`src/rtl/fetch_unit_pkg.sv`:
```
// fetch_unit_pkg: shared fetch-stage widths, FSM state encodings and the nop word
package fetch_unit_pkg;
    localparam int INSTR_W = 16;
    localparam int PC_W    = 10;
    localparam logic [1:0] FETCH_S_IDLE  = 2'd0;
    localparam logic [1:0] FETCH_S_REQ   = 2'd1;
    localparam logic [1:0] FETCH_S_DRAIN = 2'd2;
    localparam logic [INSTR_W-1:0] NOP_WORD = 16'h0000;
endpackage

```
`src/rtl/fetch_queue.sv`:
```
// fetch_queue: 2-entry FIFO of {pc, instruction} with flush; entry 0 is always the head
module fetch_queue #(
    parameter int W = 26
) (
    input  logic         clk_i,
    input  logic         rst_ni,
    input  logic         push_i,
    input  logic         pop_i,
    input  logic         flush_i,
    input  logic [W-1:0] data_i,
    output logic [1:0]   count_o,
    output logic [W-1:0] head_o
);
    logic [W-1:0] mem_q [2];
    logic [1:0]   count_q;
    logic [1:0]   wr_idx;
    assign wr_idx  = count_q - 2'(pop_i);
    assign count_o = count_q;
    assign head_o  = mem_q[0];
    // a simultaneous pop shifts the tail forward, so the push lands one slot lower
    always_ff @(posedge clk_i or negedge rst_ni) begin
        if (!rst_ni) begin
            count_q  <= '0;
            mem_q[0] <= '0;
            mem_q[1] <= '0;
        end else if (flush_i) begin
            count_q <= '0;
        end else begin
            if (pop_i) mem_q[0] <= mem_q[1];
            if (push_i) mem_q[wr_idx[0]] <= data_i;
            count_q <= count_q + 2'(push_i) - 2'(pop_i);
        end
    end
endmodule

```
`src/rtl/fetch_unit.sv`:
```
// fetch_unit: owns the PC, issues one-at-a-time program-memory reads and queues
// returned words for decode; branch redirects flush the queue and drop in-flight data
module fetch_unit import fetch_unit_pkg::*; #(
    parameter int INSTR_WIDTH = INSTR_W,
    parameter int PC_WIDTH    = PC_W,
    parameter logic [PC_WIDTH-1:0] RESET_PC = '0
) (
    input  logic                   clk_i,
    input  logic                   reset_ni,
    output logic                   pmem_req_o,
    output logic [PC_WIDTH-1:0]    pmem_addr_o,
    input  logic                   pmem_valid_i,
    input  logic [INSTR_WIDTH-1:0] pmem_rdata_i,
    input  logic                   branch_en_i,
    input  logic [PC_WIDTH-1:0]    branch_target_i,
    output logic                   instr_valid_o,
    input  logic                   instr_ready_i,
    output logic [INSTR_WIDTH-1:0] instruction_o,
    output logic [PC_WIDTH-1:0]    pc_out_o
);
    logic [1:0]                      state_q, state_d;
    logic [PC_WIDTH-1:0]             pc_q, pc_d, addr_q, addr_d, pc_inc;
    logic [1:0]                      count, cnt_nx;
    logic [PC_WIDTH+INSTR_WIDTH-1:0] head;
    logic                            push, pop;
    assign push          = state_q == FETCH_S_REQ && pmem_valid_i && !branch_en_i;
    assign pop           = instr_valid_o && instr_ready_i && !branch_en_i;
    assign cnt_nx        = count + 2'(push) - 2'(pop);
    assign pc_inc        = pc_q + 1'b1;
    assign pmem_req_o    = state_q != FETCH_S_IDLE;
    assign pmem_addr_o   = addr_q;
    assign instr_valid_o = count != 2'd0;
    assign instruction_o = instr_valid_o ? head[INSTR_WIDTH-1:0] : INSTR_WIDTH'(NOP_WORD);
    assign pc_out_o      = instr_valid_o ? head[PC_WIDTH+INSTR_WIDTH-1:INSTR_WIDTH] : '0;
    fetch_queue #(.W(PC_WIDTH + INSTR_WIDTH)) u_queue (
        .clk_i   (clk_i),
        .rst_ni  (reset_ni),
        .push_i  (push),
        .pop_i   (pop),
        .flush_i (branch_en_i),
        .data_i  ({pc_q, pmem_rdata_i}),
        .count_o (count),
        .head_o  (head)
    );
    // requests are gated on post-cycle occupancy so a response never meets a full queue
    always_comb begin
        state_d = state_q;
        pc_d    = branch_en_i ? branch_target_i : pc_q;
        addr_d  = addr_q;
        if (state_q == FETCH_S_IDLE) begin
            if (branch_en_i || cnt_nx < 2'd2) begin
                state_d = FETCH_S_REQ;
                addr_d  = branch_en_i ? branch_target_i : pc_q;
            end
        end else if (state_q == FETCH_S_REQ) begin
            if (branch_en_i) begin
                state_d = pmem_valid_i ? FETCH_S_IDLE : FETCH_S_DRAIN;
            end else if (pmem_valid_i) begin
                pc_d    = pc_inc;
                addr_d  = pc_inc;
                state_d = cnt_nx < 2'd2 ? FETCH_S_REQ : FETCH_S_IDLE;
            end
        end else if (pmem_valid_i) begin
            state_d = FETCH_S_IDLE;
        end
    end
    always_ff @(posedge clk_i or negedge reset_ni) begin
        if (!reset_ni) begin
            state_q <= FETCH_S_IDLE;
            pc_q    <= RESET_PC;
            addr_q  <= '0;
        end else begin
            state_q <= state_d;
            pc_q    <= pc_d;
            addr_q  <= addr_d;
        end
    end
endmodule

```
`config.mk`:
```
export PLATFORM = sky130hd
export DESIGN_NAME = fetch_unit
export DESIGN_NICKNAME = d
export VERILOG_FILES = /design/src/rtl/fetch_unit_pkg.sv /design/src/rtl/fetch_queue.sv /design/src/rtl/fetch_unit.sv
export SDC_FILE = /design/constraint.sdc
export NUM_CORES = 1
export LEC_CHECK = 0
export ABC_CLOCK_PERIOD_IN_PS = 7700
export CORE_UTILIZATION = 35
export DETAILED_ROUTE_END_ITERATION = 10
export GPL_ROUTABILITY_DRIVEN = 0
export PLACE_DENSITY = 0.59
export SYNTH_ARGS = -nofsm -noshare
export SYNTH_HDL_FRONTEND = slang
export SYNTH_SLANG_ARGS = --single-unit
```
`constraint.sdc`:
```
create_clock -name clk_i -period 7.7 [get_ports clk_i]
set_input_delay 1.54 -clock clk_i [delete_from_list [all_inputs] [get_ports clk_i]]
set_output_delay 1.54 -clock clk_i [all_outputs]
set_load 0.005 [all_outputs]
```
Fig. 1: cell classes on the final placement
Scale bar: 20 um.
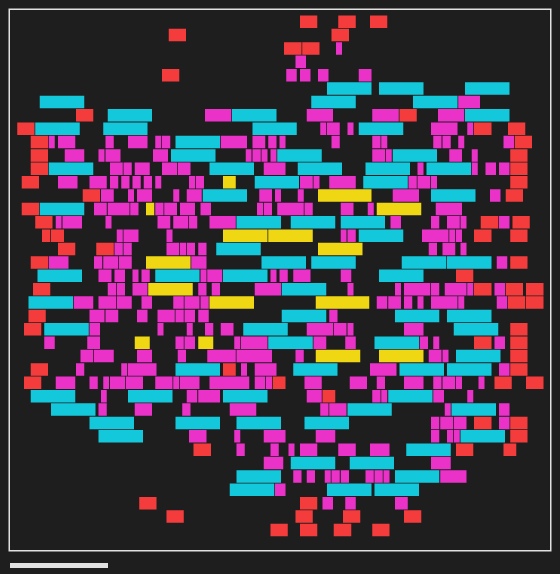
colour	class	cells	share of their area
cyan	registers	76	39%
red	remaining buffers and delay cells	72	14%
magenta	remaining logic cells	277	40%
yellow	clock drivers and dummy loads	15	6.4%
cell row count: 39
CORE AREA: 11400 um^2
sequential share of cell area: 37.5%

Fig. 2: routed clock nets over the placement
Scale bar: 20 um.
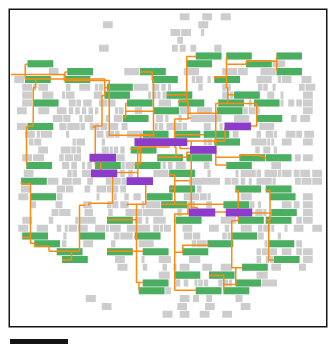
[purple] clock-net drivers | count: 9
[green] flip-flops | count: 76
[orange] clock wires | length: 943 um
flops lie	all over the die

==> impl_metrics.yaml <==
# generated from flow reports
status:
  status: "completed"
power_and_ir_drop:
  ir_drop_v: 0.000144
  pwr-share-clk_pct: 26.0
  switching_share_pct: 29.3
  p_int_mw: 1.20
  seqPwrFrac_pct: 40.2
  p_total_mw: 1.69
  power.density_nw_per_um2: 334
logic_synthesis:
  ys.flop_type: "dfrtp_1"
  synthDistinctLibCells: 58
  simple_gate_share_pct: 20.3
  top_logic_kind: "simple AND/OR/NAND/NOR gates"
  xor_area_share_pct: 2.06
  synth-async-reset-ratio_pct: 100
  yosys_cells: 382
  syn_inst: 382
  edf_count: 0
  synth.net_count: 416
  ys_sh_adder_pct: 0.923
global_route:
  grt-ovfl-total: 0
  antenna_found_initial: 0
detailed_routing:
  ant_nets: 0
  drtIter0Drc: 126
  dr.pass1.iters: 4
  vias_per_cell: 5.12
  totalWireLength_mm: 8.95
  drc: 0
critical_path:
  r2r-start: "u_queue.count_o[0]"
  critPathLaunchType: "input pin"
  critPathMaxFanout: 53
  max_stage_delay_ns: 0.51
  crit_chain: "buf_2 -> buf_4 -> or3b_1 -> clkinv_2 -> ha_1 -> inv_1 -> ha_1 -> xnor3_1 -> nor2_4 -> o21ai_4 -> mux2_2"
  crit_top_cell: "ha_1"
  startpoint: "branch_en_i"
  crit_type: "in2reg"
  reg2reg_depth: 11
  crit_buf_inv: 4
final_timing:
  finalCritPeriodShare_pct: 56.0
  fin_crit_ns: 4.31
  maxSlewViolCount: 0
  max_freq_ghz: 0.232
  max_slew.worst_pin.slew_ns: 0.960
  rsz0062_at_grt: "false"
  worst_slack_ns: 3.39
  fin_setup_tns_ns: 0
  relSlewSlack_pct: 36.0
die:
  die_h_um: 110
  floorplan.core_util_pct: 35.8
  fp.dieW_um: 110
  io_pins: 69
  dieArea_um2: 12100
layout:
  postLayoutCoreUtil_pct: 44.6
min_path:
  min_from: "pmem_addr_o[4]"
  hold_path_class: "reg2reg"
  hold_depth: 1
clocking:
  cts_made_buffers: 9
  cts_resized: 0
  clk_pin_slew_ns: 0.06
  clock_sinks: 76
  clk_latency_ns: 0.32
  htree_levels: 3
job:
  cap_violations: 0
  warning_count: 26
place:
  dp_hpwl_mm: 5.80
  io_buffers: 68
  place_ws_ns: 3.03
## Yosys cell counts, drive strengths merged, types with 2 or more instances
| cell type | instances | area [um^2] |
|---|---|---|
| and2b | 2 | 15.0 |
| and4 | 2 | 17.5 |
| dfrtp | 76 | 1900 |
| mux2 | 33 | 447 |
| ha | 3 | 37.5 |
| inv | 7 | 26.3 |
| nor3b | 2 | 15.0 |
| o211a | 2 | 20.0 |
| o211ai | 2 | 15.0 |
| nand2b | 2 | 12.5 |
| nor2 | 27 | 133 |
| a31o | 3 | 26.3 |
| mux2i | 5 | 50.1 |
| nand3b | 2 | 15.0 |
| or3 | 2 | 12.5 |
| a21oi | 11 | 55.1 |
| o31ai | 19 | 158 |
| o311ai | 2 | 17.5 |
| nand3 | 9 | 45.0 |
| nand2 | 38 | 143 |
| clkbuf | 6 | 22.5 |
| nor4bb | 5 | 50.1 |
| xor2 | 2 | 17.5 |
| buf | 23 | 184 |
| xnor2 | 5 | 43.8 |
| or3b | 2 | 17.5 |
| nor2b | 26 | 163 |
| nor3 | 23 | 120 |
| nand4 | 4 | 25.0 |
| o21ai | 20 | 111 |
## per-stage QoR
| stage | instances | hold WS, ns |
|---|---|---|
| floorplan | 382 | 0.472 |
| global placement | 568 | 0.475 |
| detailed placement | 568 | 0.474 |
| CTS | 583 | 0.497 |
| global route | 583 | 0.525 |
| finish | 583 | 0.488 |
## worst paths after layout
check                                     end  slack [ns]
max                            pmem_addr_o[2]        3.39
min in group asynchronous           async pin        1.37
max in group asynchronous  u_queue.head_o[19]        5.71
min                            pmem_addr_o[4]        0.49
min reg2reg                    pmem_addr_o[4]        0.49
max reg2reg                    pmem_addr_o[2]        4.42
## power by group through the flow
| stage | Sequential, mW | Combinational (mW) | Clock (mW) |
|---|---|---|---|
| after detailed placement | 0.686 | 0.576 | 0 |
| after global routing | 0.706 | 0.635 | 0.470 |
| after floorplan | 0.642 | 0.400 | 0 |
| after global placement | 0.681 | 0.569 | 0 |
| final | 0.680 | 0.572 | 0.440 |
| after CTS | 0.681 | 0.581 | 0.453 |
## cell families after synthesis
logic type	Yosys count
AOI/OAI and AO/OA	69
xor gates and xnor gates	8
adders and majority gates	3
buffers and inverters	37
DFF	76
muxes	38
and+or+nand+nor	151
## routing by layer
| metal | global-route usage, % | share of wire (%) | vias up |
|---|---|---|---|
| li1 | - | - | 1458 |
| met1 | 22.8 | 51 | 1453 |
| met2 | 24.5 | 44 | 70 |
| met3 | 3.38 | 4.8 | 4 |
| met4 | 2.57 | 0.47 | 0 |
| met5 | 0 | 0 | - |
## area by class of cell
type | count | area [um^2]
fill | 1105 | 6300
multi-input combinational | 269 | 1940
sequential | 76 | 1900
timing repair buffer | 72 | 703
clock buffer | 9 | 225
tap | 143 | 179
clock inverter | 6 | 90.1
inverter | 8 | 31.3
Power and IR drop assume default switching activity.
